Placement density heat map:
The die is cut into 9 by 9 equal tiles; white is low, dark blue is high, 0 to 100% covered.
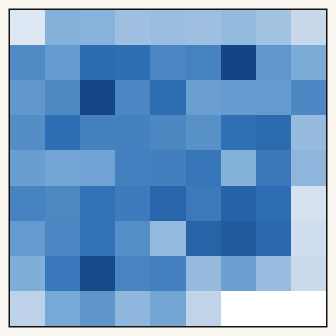
Cell placement:
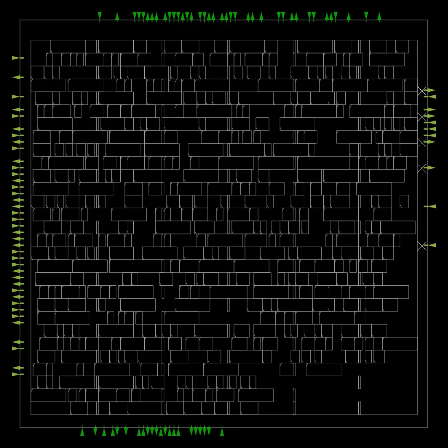
Clock wires, drivers and flops:
Bar = 20 µm.
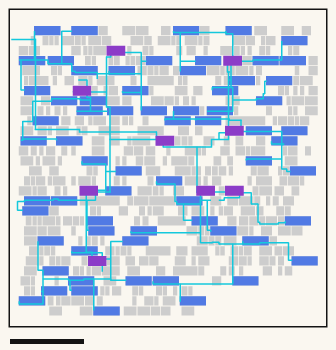
Met3 routing:
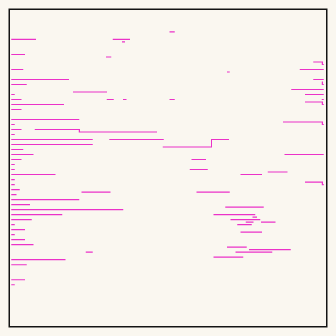
Pin map:
Pins as bars across the die edge, other pins in gray.
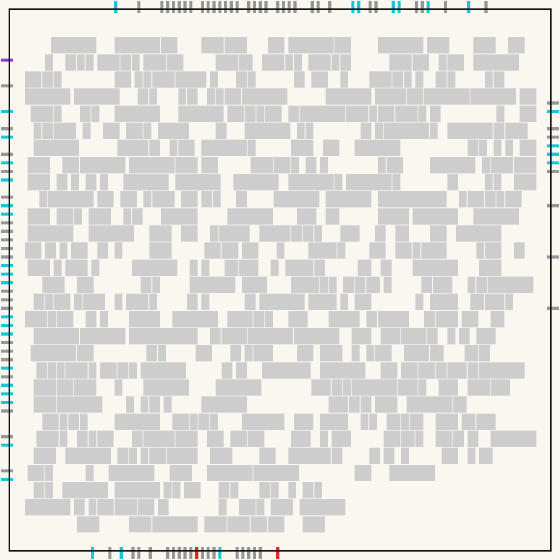
<file path="config.mk">
export PLATFORM = sky130hd
export DESIGN_NAME = eth_f_hw_avmm_cmd_fanout_flat
export DESIGN_NICKNAME = d
export VERILOG_FILES = /design/src/rtl/eth_f_hw_avmm_cmd_fanout_if.sv /design/src/rtl/eth_f_hw_avmm_cmd_fanout.sv /design/src/flat_wrapper.sv
export SDC_FILE = /design/constraint.sdc
export NUM_CORES = 1
export LEC_CHECK = 0
export CORE_MARGIN = 2
export CORE_UTILIZATION = 44
export CTS_CLUSTER_DIAMETER = 30
export CTS_CLUSTER_SIZE = 28
export DETAILED_ROUTE_END_ITERATION = 10
export HOLD_SLACK_MARGIN = 0.02
export PLACE_DENSITY_LB_ADDON = 0.05
export SETUP_SLACK_MARGIN = 0.15
export SLEW_MARGIN = 20
export SYNTH_ARGS = -nofsm -noshare
export SYNTH_HDL_FRONTEND = slang
export SYNTH_SLANG_ARGS = --single-unit
</file>
<file path="constraint.sdc">
create_clock -name clk -period 2.6 [get_ports clk]
set_input_delay 0.52 -clock clk [delete_from_list [all_inputs] [get_ports clk]]
set_output_delay 0.52 -clock clk [all_outputs]
set_load 0.1 [all_outputs]
</file>
<file path="src/rtl/eth_f_hw_avmm_cmd_fanout_if.sv">
// rtl/eth_f_hw_avmm_cmd_fanout_if.sv - host/client AVMM bus bundle for the command fanout
interface eth_f_hw_avmm_cmd_fanout_if #(
    parameter int ADDR_WIDTH  = 16,
    parameter int DAT_WIDTH   = 32,
    parameter int NUM_CLIENTS = 2
);
    logic [ADDR_WIDTH-1:0]  host_address;
    logic                   host_read;
    logic                   host_write;
    logic [DAT_WIDTH-1:0]   host_writedata;
    logic                   host_waitrequest;
    logic                   rd_done;
    logic [ADDR_WIDTH-1:0]  client_address;
    logic [DAT_WIDTH-1:0]   client_writedata;
    logic [NUM_CLIENTS-1:0] client_read;
    logic [NUM_CLIENTS-1:0] client_write;
    logic [NUM_CLIENTS-1:0] client_waitrequest;
    logic                   cmd_timeout;
    logic                   unmapped_err;

    modport slave (
        input  host_address, host_read, host_write, host_writedata, rd_done, client_waitrequest,
        output host_waitrequest, client_address, client_writedata, client_read, client_write,
               cmd_timeout, unmapped_err
    );

    modport master (
        output host_address, host_read, host_write, host_writedata, rd_done, client_waitrequest,
        input  host_waitrequest, client_address, client_writedata, client_read, client_write,
               cmd_timeout, unmapped_err
    );
endinterface

</file>
<file path="src/rtl/eth_f_hw_avmm_cmd_fanout.sv">
// rtl/eth_f_hw_avmm_cmd_fanout.sv - splits one host AVMM command onto a decoded client
// One command in flight; the host is held off until the client accepts and, for reads, rd_done returns.
module eth_f_hw_avmm_cmd_fanout #(
    parameter int ADDR_WIDTH       = 16,
    parameter int DAT_WIDTH        = 32,
    parameter int NUM_CLIENTS      = 2,
    parameter int CLIENT_ADDR_BITS = 12,
    parameter int TIMEOUT          = 8
) (
    input  logic                          clk,
    input  logic                          arst,
    eth_f_hw_avmm_cmd_fanout_if.slave     bus
);
    localparam int IDX_W  = (NUM_CLIENTS > 1) ? $clog2(NUM_CLIENTS) : 1;
    localparam int HI_LSB = CLIENT_ADDR_BITS + IDX_W;
    localparam logic [IDX_W:0] NUM_CLIENTS_V = (IDX_W + 1)'(NUM_CLIENTS);

    localparam logic [1:0] ST_IDLE    = 2'd0;
    localparam logic [1:0] ST_ISSUE   = 2'd1;
    localparam logic [1:0] ST_RD_WAIT = 2'd2;

    logic [1:0]             state;
    logic [TIMEOUT:0]       timer;
    logic                   cmd_is_read;
    logic [IDX_W-1:0]       idx;
    logic                   upper_zero;
    logic                   mapped;
    logic [NUM_CLIENTS-1:0] sel;
    logic                   host_req;
    logic                   client_accept;
    logic                   expired;

    assign idx = bus.host_address[CLIENT_ADDR_BITS +: IDX_W];

    generate
        if (HI_LSB < ADDR_WIDTH) begin : g_upper
            assign upper_zero = (bus.host_address[ADDR_WIDTH-1:HI_LSB] == '0);
        end else begin : g_no_upper
            assign upper_zero = 1'b1;
        end
    endgenerate

    assign mapped   = upper_zero && ({1'b0, idx} < NUM_CLIENTS_V);
    assign sel      = NUM_CLIENTS'(1) << idx;
    assign host_req = bus.host_read | bus.host_write;

    // Only the selected client's strobe is ever high, so masking finds its handshake.
    assign client_accept = |((bus.client_read | bus.client_write) & ~bus.client_waitrequest);
    assign expired       = timer[TIMEOUT];

    assign bus.host_waitrequest = arst | (state != ST_IDLE);

    always_ff @(posedge clk) begin
        if (arst) begin
            state                <= ST_IDLE;
            timer                <= '0;
            cmd_is_read          <= 1'b0;
            bus.client_address   <= '0;
            bus.client_writedata <= '0;
            bus.client_read      <= '0;
            bus.client_write     <= '0;
            bus.cmd_timeout      <= 1'b0;
            bus.unmapped_err     <= 1'b0;
        end else begin
            bus.cmd_timeout  <= 1'b0;
            bus.unmapped_err <= 1'b0;
            case (state)
                ST_IDLE: begin
                    if (host_req) begin
                        timer                <= '0;
                        bus.client_address   <= bus.host_address;
                        bus.client_writedata <= bus.host_writedata;
                        // A simultaneous read and write is treated as a read.
                        cmd_is_read          <= bus.host_read;
                        if (mapped) begin
                            if (bus.host_read) begin
                                bus.client_read <= sel;
                            end else begin
                                bus.client_write <= sel;
                            end
                            state <= ST_ISSUE;
                        end else begin
                            bus.unmapped_err <= 1'b1;
                            state <= bus.host_read ? ST_RD_WAIT : ST_IDLE;
                        end
                    end
                end
                ST_ISSUE: begin
                    if (client_accept) begin
                        bus.client_read  <= '0;
                        bus.client_write <= '0;
                        timer            <= timer + 1'b1;
                        state            <= cmd_is_read ? ST_RD_WAIT : ST_IDLE;
                    end else if (expired) begin
                        bus.client_read  <= '0;
                        bus.client_write <= '0;
                        bus.cmd_timeout  <= 1'b1;
                        state            <= ST_IDLE;
                    end else begin
                        timer <= timer + 1'b1;
                    end
                end
                ST_RD_WAIT: begin
                    // Timer keeps running from the issue phase; the combine's own
                    // shorter timeout normally produces rd_done before this expires.
                    if (bus.rd_done) begin
                        state <= ST_IDLE;
                    end else if (expired) begin
                        bus.cmd_timeout <= 1'b1;
                        state           <= ST_IDLE;
                    end else begin
                        timer <= timer + 1'b1;
                    end
                end
                default: begin
                    bus.client_read  <= '0;
                    bus.client_write <= '0;
                    state            <= ST_IDLE;
                end
            endcase
        end
    end
endmodule

</file>
<file path="src/flat_wrapper.sv">
// flat-port wrapper written by rule: the top's interface ports become plain ports
module eth_f_hw_avmm_cmd_fanout_flat 
#(
    parameter int ADDR_WIDTH       = 16,
    parameter int DAT_WIDTH        = 32,
    parameter int NUM_CLIENTS      = 2,
    parameter int CLIENT_ADDR_BITS = 12,
    parameter int TIMEOUT          = 8
)
  (clk, arst, bus_host_address, bus_host_read, bus_host_write, bus_host_writedata, bus_rd_done, bus_client_waitrequest, bus_host_waitrequest, bus_client_address, bus_client_writedata, bus_client_read, bus_client_write, bus_cmd_timeout, bus_unmapped_err);
  eth_f_hw_avmm_cmd_fanout_if #(.ADDR_WIDTH(ADDR_WIDTH), .DAT_WIDTH(DAT_WIDTH), .NUM_CLIENTS(NUM_CLIENTS)) bus_i ();
  input  logic clk;
  input  logic arst;
  input wire logic [$bits(bus_i.host_address)-1:0] bus_host_address;
  input wire logic [$bits(bus_i.host_read)-1:0] bus_host_read;
  input wire logic [$bits(bus_i.host_write)-1:0] bus_host_write;
  input wire logic [$bits(bus_i.host_writedata)-1:0] bus_host_writedata;
  input wire logic [$bits(bus_i.rd_done)-1:0] bus_rd_done;
  input wire logic [$bits(bus_i.client_waitrequest)-1:0] bus_client_waitrequest;
  output wire logic [$bits(bus_i.host_waitrequest)-1:0] bus_host_waitrequest;
  output wire logic [$bits(bus_i.client_address)-1:0] bus_client_address;
  output wire logic [$bits(bus_i.client_writedata)-1:0] bus_client_writedata;
  output wire logic [$bits(bus_i.client_read)-1:0] bus_client_read;
  output wire logic [$bits(bus_i.client_write)-1:0] bus_client_write;
  output wire logic [$bits(bus_i.cmd_timeout)-1:0] bus_cmd_timeout;
  output wire logic [$bits(bus_i.unmapped_err)-1:0] bus_unmapped_err;
  assign bus_i.host_address = bus_host_address;
  assign bus_i.host_read = bus_host_read;
  assign bus_i.host_write = bus_host_write;
  assign bus_i.host_writedata = bus_host_writedata;
  assign bus_i.rd_done = bus_rd_done;
  assign bus_i.client_waitrequest = bus_client_waitrequest;
  assign bus_host_waitrequest = bus_i.host_waitrequest;
  assign bus_client_address = bus_i.client_address;
  assign bus_client_writedata = bus_i.client_writedata;
  assign bus_client_read = bus_i.client_read;
  assign bus_client_write = bus_i.client_write;
  assign bus_cmd_timeout = bus_i.cmd_timeout;
  assign bus_unmapped_err = bus_i.unmapped_err;
  eth_f_hw_avmm_cmd_fanout #(.ADDR_WIDTH(ADDR_WIDTH), .DAT_WIDTH(DAT_WIDTH), .NUM_CLIENTS(NUM_CLIENTS), .CLIENT_ADDR_BITS(CLIENT_ADDR_BITS), .TIMEOUT(TIMEOUT)) u_core (.clk(clk), .arst(arst), .bus(bus_i));
endmodule
</file>
==> run notes <==
yosys + openroad results -> routing usage on met3 6.45%, Logic pwr share 30.5%, Final nets 533, Synthesis Warnings 0, Arr. time, crit path 1.68 ns, status finished with violations, first-pass GRT wire length 12,600 µm, syn_area_per_cell 8.01 µm², top sig layer met4, fin util 65.8%, WL final between 7000 and 8000 µm, Async SR Flop Fraction 0%, Crit path max-delay family adder cells, Post-synth EDFFs 0, ys cells 368, pre-CTS setup slack around 0.37 ns, Pint 1930 µW, launch point of the worst path u_core.state[0], Least-Margin Pin Slew 0.542 ns, Top pwr grp registers, Post-DP HPWL 5390 µm, Post-synth area hogs dfxtp_1 45%, nand2_1 14%, a21oi_1 10%, ha_1 2.5%, clkbuf_1 1.8%, DR pass1 iterations 7, total power 3070 µW, Area growth syn-to-layout 43.3%, worst-case clock buffer depth 2, R2R setup slack 0.62 ns, largest net degree at the start of global routing 49, leak pwr 0.00175 µW, final setup violation count 0, CLK BUF 11, vias in the first global route 2,840, post-CTS resize count 0, CTS buffer count 9, Cell variety after synth about 49, endpoint class of the critical path output port, fraction of power consumed by sequential logic between 30% and 40%, most used logic cell in the final layout nand2_1, CP Launch Type flop, Comb group about 940 µW, Met1 Wirelength 3510 µm, Post-Layout Cell Count between 500 and 600, setup_tns 0 ns, Hold Path Origin u_core.bus.client_address[12], pins over their slew limit 0, Netlist Area Pre-Place 2950 µm², Main synth FF type dfxtp_1, detailed-route DRC error count 5, Crit-path slowest cell ha_1, Clock Skew 0.0139 ns, WL met2 around 3600 µm, multi-input combinational area share 35.8%, initial antenna violation count 0, Setup WS post-layout 0.401 ns, Final Cell Area 4230 µm², CTS sink cnt 66, dominant cell type by area after synthesis dfxtp_1, Fillers 563, GRT Util Overall 21.3%, CP bufs+invs 2, TritonCTS clock tree done, Comb gates about 270, GRT overflow 0, Max Freq 455 MHz, Reg area 1320 µm², Slew headroom 63.8%, minimum clock period 2.20 ns, Vias 2,944, most instantiated logic cells after routing 110 x nand2_1, 66 x dfxtp_1, 60 x a21oi_1, 59 x buf_4, 53 x clkdlybuf4s50_1, RR Startpoint u_core.state[0], hold path cells 2, failing checks DRC, sw frac 37.1%, worst setup path endpoint bus_host_waitrequest, top cells by count, synth 110 x nand2_1, 66 x dfxtp_1, 60 x a21oi_1, 14 x clkbuf_1, 10 x o21ai_0, Seq share, synth 44.8%, and+or+nand+nor area frac between 20% and 30%, worst skew pair latency 0.35 ns, Worst EP required 2.08 ns, WL met3 516 µm, cycle use final a little over four fifths, diodes inserted 0, NetSw around 1100 µW, NonClk Buf Share between 20 and 25%, GR Layer Usage met2 34.0%, H-tree depth 3, inverters 11, clk tree area frac approximately 5.6%, setup bufs post-CTS 0, crit path max fanout 12, crit path cell chain inv_1 > ha_1 > nand2_1 > buf_12, Initial DRC Count between 100 and 150, Post-Syn Instances 368, slowest stage delay, CP around 0.43 ns, Signal buffers 115, worst hold margin 0.456 ns, MI comb area 1510 µm², VDD IR max 0.000460 V, Post-CTS Hold Fix Bufs 0, RSZ-0062 raised after global routing false
## Picture notes: 'placement density heat map'
densest ninth of the die	center
tiles over 75% full	17%
nearly empty tiles	3.7%
fullest tile	92%
mean over tiles	56%

## Picture notes: 'cell placement'
core area: 6420 µm²
row count: 29
seq_cells: 66
Seq area share: 31.3%

## Picture notes: 'clock wires, drivers and flops'
[clock drivers] purple | count: 9
[clock wires] cyan | length: 873 µm
[flip-flops] blue | count: 66
flops lie	spread over the die
routed clock nets	10

## Picture notes: 'met3 routing'
share of all routed wire	6.7%
main direction	horizontal
longest straight run	30.1 µm
wire length on this layer	517 µm

## Picture notes: 'pin map'
port	color	pins	direction	edge
bus_host_writedata	cyan	32	input	18 left, 7 top, 4 right, 3 bottom
bus_client_waitrequest	red	2	input	bottom
clk	purple	1	input	left
Die Ht: 85.9 µm
die width: 85.9 µm
Port Buffers: 109

Power and IR drop assume default switching activity.
